Run 1, clock network drawn from the DEF:
Bar = 20 µm.
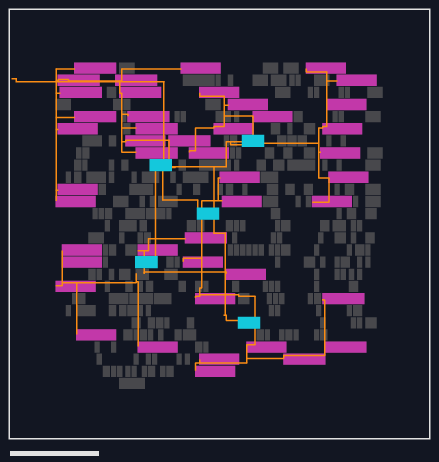
Run 1, routed metal per tile:
19 x 19 tiles, from dark blue (low) to red (high), scaled to the fullest tile. Values are wire area over tile area, all layers added.
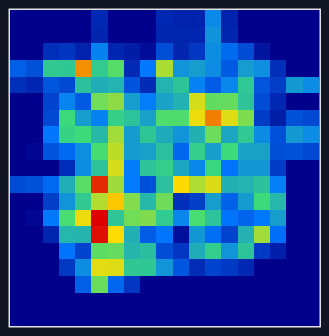
Run 1, register map, names as in the netlist:
Other sequential cells in the stronger grey, the rest of the logic in the fainter grey.
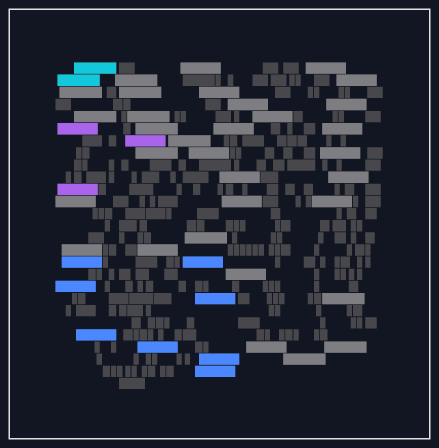
Run 1, cells coloured by class:
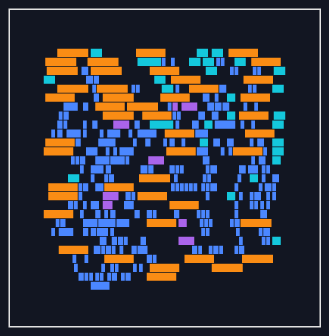
Design ps2_frame_rx, sky130hd; sources not shown.
==> impl_metrics.csv, run 1 <==
group,metric,value,unit
global_route,grt_pass1_wl,7452,µm
critical_path,cp_num_cells,1,
critical_path,path_cells,"clkdlybuf4s50_1",
critical_path,critPathSlowestCell,"clkdlybuf4s50_1",
global_route,antenna_found_initial,0,
cells_and_area,seqCellArea,0.001144,mm²
hold_path,hold_class,"in2async",
floorplanning,initial_core_util,41.25,%
timing,finalSetupViolCount,0,
pwr,power_density,1287,mW/mm²
critical_path,critPathMaxStageDelay,0.55,ns
clock_tree,clockBufferDepth,2,
placed_design,place_area,0.002482,mm²
routing,ant_nets,0,
timing,post-route-period-util,91.23,%
clock_tree,path_clk_slew,0.09,ns
logic_synthesis,synthCells,266,
placed_design,finalWeightedCongestion,0.7843,
critical_path,r2r_slack,0.18,ns
cells_and_area,combGateArea,0.001008,mm²
critical_path,crit_path_start_kind,"register",
clock_tree,clkSinkCount,45,
cells_and_area,layout.nets,309,
logic_synthesis,synth_cell_types,31,
logic_synthesis,netlist_area,0.002230,mm²
critical_path,cp_max_fo,2,
clock_tree,numCtsBuffers,5,
timing,hold_viol,0,
logic_synthesis,ys_warn_count,0,
floorplanning,dieArea,0.009024,mm²
clock_tree,root_buffer,"clkbuf_8",
cells_and_area,n_antenna_cell,0,
critical_path,cp.required,1.36,ns
critical_path,criticalPathCategory,"reg2out",
logic_synthesis,ys_chip_area,0.002230,mm²
routing,drc,0,
clock_tree,htree_num_levels,2,
cells_and_area,drive_above_1_share,23.31,%
timing,rsz0062_at_grt,"yes",
routing,vias_per_cell,4.715,
timing,worstMarginPinSlew,0.4159,ns
floorplanning,io_pins,18,
placed_design,io_buffer_count,17,
run,openroad.warnings,31,
cells_and_area,synthToLayoutAreaGrowth,21.72,%
critical_path,crit_family,"buffers and inverters",
logic_synthesis,top_cell_area_share,40.40,%
logic_synthesis,syn_area_per_cell,8.382,µm²
routing,dr.pass1.iters,4,
cells_and_area,final_common_cell,"nand2_1",
cells_and_area,lay_top_cells,"nand2_1, dfrtp_1, o21ai_0, clkdlybuf4s50_1, inv_1",
placed_design,dp_hpwl,3199,µm
global_route,overflow,0,
timing,slew_headroom,72.24,%
timing,maxSlewViolCount,0,
pwr,p_leak,0.001341,µW
floorplanning,die_w,94,µm
timing,fin_crit,1.551,ns
logic_synthesis,synth-seq-cells,45,
pwr,vdd_drop_max,0.0007027,V
floorplanning,fp.dieH,96,µm
logic_synthesis,top_cells_by_area,"dfrtp_1, nand2_1, dfstp_2",
logic_synthesis,yosysTopAreaCell,"dfrtp_1",
clock_tree,cts_tree,"done",
cells_and_area,num-fill-cells,540,
critical_path,reg2regPathDepth,12,
logic_synthesis,ys_cells,266,
global_route,grt_start_max_net_pins,27,
logic_synthesis,ys_seq_share,51.01,%
critical_path,arrival,1.21,ns
critical_path,path_buffers,1,
outcome,outcome,"completed",
timing,max_freq,644.7,MHz
global_route,first_global_vias,1632,
critical_path,crit_path_end_kind,"output pin",
pwr,power,3492,µW
routing,drtIter0Drc,70,
run,maxCapViolCount,0,
About 'clock network drawn from the DEF':
- magenta: flip-flops (count 45)
- orange: clock wires (length 595 µm)
- cyan: cells driving clock nets (count 5)
- routed clock nets: 6
- flops lie: widely spread
clock power share: 19.3%
Latency at later pin: 0.30 ns
Setup Skew: 0.004162 ns

About 'routed metal per tile':
- fullest tile: 0.36
- emptiest ninth of the die: bottom right
- densest ninth of the die: middle
- mean over tiles: 0.078
Total Wirelength: 4523 µm
drt wl/cell: 12.29 µm
GRT Resource Usage Total: 10.37%
routed via count: 1735

About 'register map, names as in the netlist':
- purple: bit_cnt_q (sequential cells 3)
- cyan: clk_sync_q (sequential cells 2)
- blue: tmr_q (sequential cells 8)
- not coloured: 32
Core Util, Final: 50.21%
Seq area share: 42.14%

About 'cells coloured by class':
- purple: clock drivers and dummy loads (cells 8)
- cyan: other buffers and delay cells (cells 27)
- orange: flip-flops (cells 45)
- blue: all other logic (cells 216)
row count: 27
fin area: 0.002714 mm²
core footprint: 0.005405 mm²

## run 1: cell usage after synthesis
library cell  count
nor3_2            2
ha_1              9
inv_1            20
nand2_4           1
o31ai_1           1
dfrtp_1          36
nor3_1            3
nor2_2            1
nand3b_1          1
nand3_4           1
nand3_2           1
o21ai_0          20
buf_2             1
a31oi_1           1
xor2_1            2
nand2_2           5
nor2_1           15
nor2_4            1
dfstp_2           9
o21ai_1           5
a21oi_1           4
o211a_1           1
buf_6             1
xnor2_1           1
inv_2             8
clkbuf_1          3
nand2_1          92
inv_4             1
nand3_1           9
nand4_1          10
nor4_1            1
## run 1: layout make-up
class / count / share of cell area [%]
Sequential cell: 45 / 42.14
Multi-Input combinational cell: 187 / 37.16
Clock inverter: 3 / 0.7838
Inverter: 29 / 4.103
Timing Repair Buffer: 27 / 9.959
Clock buffer: 5 / 2.536
Tap cell: 72 / 3.320
## run 1: per-stage QoR
step / util, % / setup slack, ns / setup TNS (ns) / std cells / hold WS, ns
2_1_floorplan: - / 0.1915 / 0 / 261 / 0.3445
5_1_grt: 50.21 / 0.04508 / 0 / 368 / 0.3653
3_3_place_gp: 45.56 / -0.5883 / -24.95 / 350 / 0.3464
6_report: 50.21 / 0.1490 / 0 / 368 / 0.3524
4_1_cts: 48.29 / 0.1161 / 0 / 361 / 0.3554
3_5_place_dp: 45.93 / -0.2236 / -1.863 / 351 / 0.3491
## run 1: what timing repair did
action	in CTS	in global routing
hold endpoints to repair	0	0
setup endpoints to repair	13	18
pin swaps	1	7
hold buffers	0	0
setup buffers	2	7
resized	3	21
## run 1: where the power goes
group          total (µW)  leakage (µW)  switching (µW)  internal (µW)
registers            1500      0.000571             231           1270
clock network         674     0.0000445             382            292
logic                1320      0.000726             795            522
total                3490       0.00134            1410           2080
## run 1: cells by family (layout without fill, tap and decap cells)
family | Yosys count | in the layout | share of synthesized area (%)
simple gates | 143 | 143 | 28.96
compound gates | 32 | 32 | 7.576
buf+inv | 34 | 64 | 6.229
fa+ha+maj | 9 | 9 | 5.051
flops | 45 | 45 | 51.01
xor+xnor | 3 | 3 | 1.179
## run 1: layer usage
layer  track usage [%]  vias to the layer above  part of all wire [%]
met5                 0                        -                     0
met4             4.937                        0                   1.3
met3             2.335                        6                   3.8
met2             17.22                       26                    47
met1             12.51                      792                    48
li1                  -                      911                     -
--- run 2 (diff from run 1) ---
- CTS_BUF_LIST: default -> sky130_fd_sc_hd__clkbuf_8 sky130_fd_sc_hd__clkbuf_16
Run 2, routed metal per tile:
19 x 19 tiles, from dark blue (low) to red (high), scaled to the fullest tile. Values are wire area over tile area, all layers added.
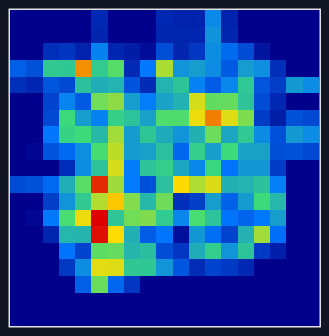
- fullest tile: 0.36
- nearly empty tiles: 35%
- tiles over half the peak: 12%

Run 2, cells coloured by class:
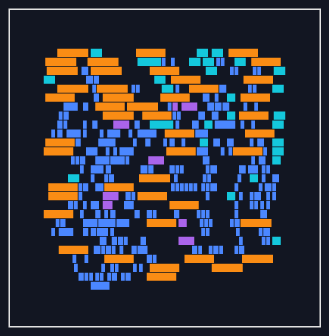
- purple: clock drivers and dummy loads (cells 8)
- orange: flip-flops (cells 45)
- cyan: other buffers and delay cells (cells 27)
- blue: all other logic (cells 216)

Run 2, clock network drawn from the DEF:
Bar = 20 µm.
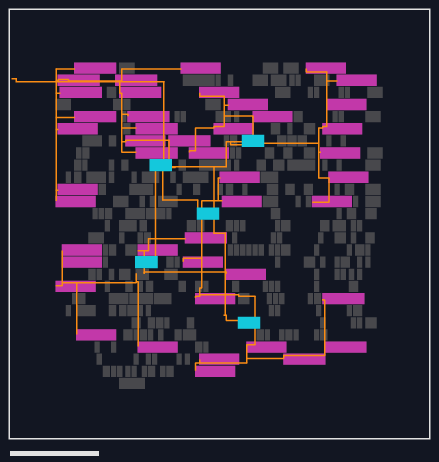
- orange: clock wires (length 595 µm)
- cyan: cells driving clock nets (count 5)
- magenta: flip-flops (count 45)
- routed clock nets: 6
- flops lie: widely spread
Clk. pwr: 674 µW

==> run 2 against run 1 <==
Compared with the run above:
- cell area is the same
- area after synthesis is the same
- via count unchanged
- core utilization stayed put
- clock skew unchanged
- sequential cell count did not move
- critical path type unchanged
- total power unchanged
- hold slack is the same
- largest cell class unchanged
- critical path depth is the same
- routed wire length is the same
- largest power group unchanged
- fmax stayed put
==> impl_metrics.csv, run 2 <==
group,metric,value,unit
outcome,outcome,"completed",
floorplanning,initial_core_util,41.25,%
timing,hold_viol,0,
hold_path,hold_class,"in2async",
global_route,grtUsageTotal,10.37,%
floorplanning,fp.dieH,96,µm
logic_synthesis,yosysTopAreaCell,"dfrtp_1",
routing,drtIter0Drc,70,
timing,post-route-period-util,91.23,%
logic_synthesis,ys_seq_share,51.01,%
timing,maxSlewViolCount,0,
critical_path,crit_path_end_kind,"output pin",
routing,dr.pass1.iters,4,
routing,via_count,1735,
critical_path,critPathMaxStageDelay,0.55,ns
pwr,vdd_drop_max,0.0007027,V
cells_and_area,layout.cells.non_filler,368,
timing,slew_headroom,72.24,%
clock_tree,cts_hold_buffers,0,
routing,wl_per_cell,12.29,µm
timing,rsz0062_at_grt,"yes",
clock_tree,root_buffer,"clkbuf_8",
critical_path,crit_path_start_kind,"register",
run,openroad.warnings,31,
placed_design,io_buffer_count,17,
placed_design,post-place-cells,351,
logic_synthesis,synth_cell_types,31,
logic_synthesis,syn_area_per_cell,8.382,µm²
cells_and_area,num-fill-cells,540,
routing,drc,0,
critical_path,path_cells,"clkdlybuf4s50_1",
logic_synthesis,ys_cells,266,
global_route,overflow,0,
logic_synthesis,yosys-top-cells-count,"nand2_1, dfrtp_1, inv_1, o21ai_0, nor2_1",
floorplanning,dieArea,0.009024,mm²
critical_path,cp.required,1.36,ns
cells_and_area,lay_top_cells,"nand2_1, dfrtp_1, o21ai_0, clkdlybuf4s50_1, inv_1",
floorplanning,std_cell_rows,27,
global_route,grt_pass1_wl,7452,µm
placed_design,dp_hpwl,3199,µm
timing,fin_crit,1.551,ns
logic_synthesis,async_flop_share,100.0,%
routing,routed_wl,4523,µm
cells_and_area,synthToLayoutAreaGrowth,21.72,%
timing,setup_ws,0.1490,ns
floorplanning,die_w,94,µm
cells_and_area,layout.nets,309,
timing,max_freq,644.7,MHz
cells_and_area,final_common_cell,"nand2_1",
critical_path,cp_num_cells,1,
logic_synthesis,top_cells_by_area,"dfrtp_1, nand2_1, dfstp_2",
logic_synthesis,synth_top_flop_cell,"dfrtp_1",
run,maxCapViolCount,0,
cells_and_area,drive_above_1_share,23.31,%
clock_tree,numCtsBuffers,5,
cells_and_area,n_antenna_cell,0,
logic_synthesis,ys_chip_area,0.002230,mm²
critical_path,reg2regPathDepth,12,
pwr,p_leak,0.001341,µW
clock_tree,clk-insertion-delay-late,0.30,ns
critical_path,r2r_slack,0.18,ns
global_route,first_global_vias,1632,
logic_synthesis,netlist_area,0.002230,mm²
global_route,antenna_found_initial,0,
logic_synthesis,edf_count,0,
timing,finalSetupViolCount,0,
routing,ant_nets,0,
placed_design,place_ws,-0.2236,ns
logic_synthesis,synth-seq-cells,45,
clock_tree,htree_num_levels,2,
timing,worstMarginPinSlew,0.4159,ns
clock_tree,path_clk_slew,0.09,ns
clock_tree,clkSinkCount,45,
timing,clock-skew-final,0.004162,ns
floorplanning,io_pins,18,
logic_synthesis,synth_dominant_cell_count,"nand2_1",
global_route,grt_start_max_net_pins,27,
critical_path,criticalPathCategory,"reg2out",
critical_path,path_buffers,1,
logic_synthesis,ys_warn_count,0,
routing,vias_per_cell,4.715,
floorplanning,core_region_area,0.005405,mm²
logic_synthesis,synthCells,266,
critical_path,cp_max_fo,2,
clock_tree,clockBufferDepth,2,
pwr,power_density,1287,mW/mm²
critical_path,arrival,1.21,ns
logic_synthesis,top_cell_area_share,40.40,%
placed_design,finalWeightedCongestion,0.7843,
critical_path,crit_family,"buffers and inverters",
critical_path,critPathSlowestCell,"clkdlybuf4s50_1",
clock_tree,cts_tree,"done",
## run 2: cell counts after synthesis
Identical to the previous run, type by type.
## run 2: cell type report
class | instances | area [µm²] | share of cell area (%)
Timing Repair Buffer | 27 | 270.3 | 9.959
Sequential cell | 45 | 1144 | 42.14
Tap cell | 72 | 90.09 | 3.320
Clock buffer | 5 | 68.82 | 2.536
Multi-Input combinational cell | 187 | 1008 | 37.16
Inverter | 29 | 111.4 | 4.103
Clock inverter | 3 | 21.27 | 0.7838
## run 2: kinds of logic after synthesis
family | Yosys count | share of synthesized area (%)
buf+inv | 34 | 6.229
simple gates | 143 | 28.96
flops | 45 | 51.01
compound gates | 32 | 7.576
fa+ha+maj | 9 | 5.051
xor+xnor | 3 | 1.179
## run 2: through the flow
stage          util, %  hold WS [ns]  power (µW)  instance area [µm²]  setup TNS (ns)
2_1_floorplan        -        0.3445        2408                 2202               0
3_3_place_gp     45.56        0.3464        2648                 2462          -24.95
3_5_place_dp     45.93        0.3491        2670                 2482          -1.863
4_1_cts          48.29        0.3554        3375                 2610               0
5_1_grt          50.21        0.3653        3807                 2714               0
6_report         50.21        0.3524        3492                 2714               0
## run 2: repair_timing
| item | CTS | global route |
|---|---|---|
| setup endpoints to repair | 13 | 18 |
| resized | 3 | 21 |
| buffers inserted | 2 | 7 |
| cloned | 0 | 0 |
| pin swaps | 1 | 7 |
## run 2: routing by layer
layer	part of all wire [%]	vias up	global-route usage, %
met5	0	-	0
li1	-	911	-
met1	48	792	12.51
met2	47	26	17.22
met4	1.3	0	4.937
met3	3.8	6	2.335
## run 2: power by group
group | internal [µW] | total [µW] | switching [µW]
registers | 1270 | 1500 | 231
clock network | 292 | 674 | 382
logic | 522 | 1320 | 795
No activity file was given, so power comes from the tool's default toggle rates.
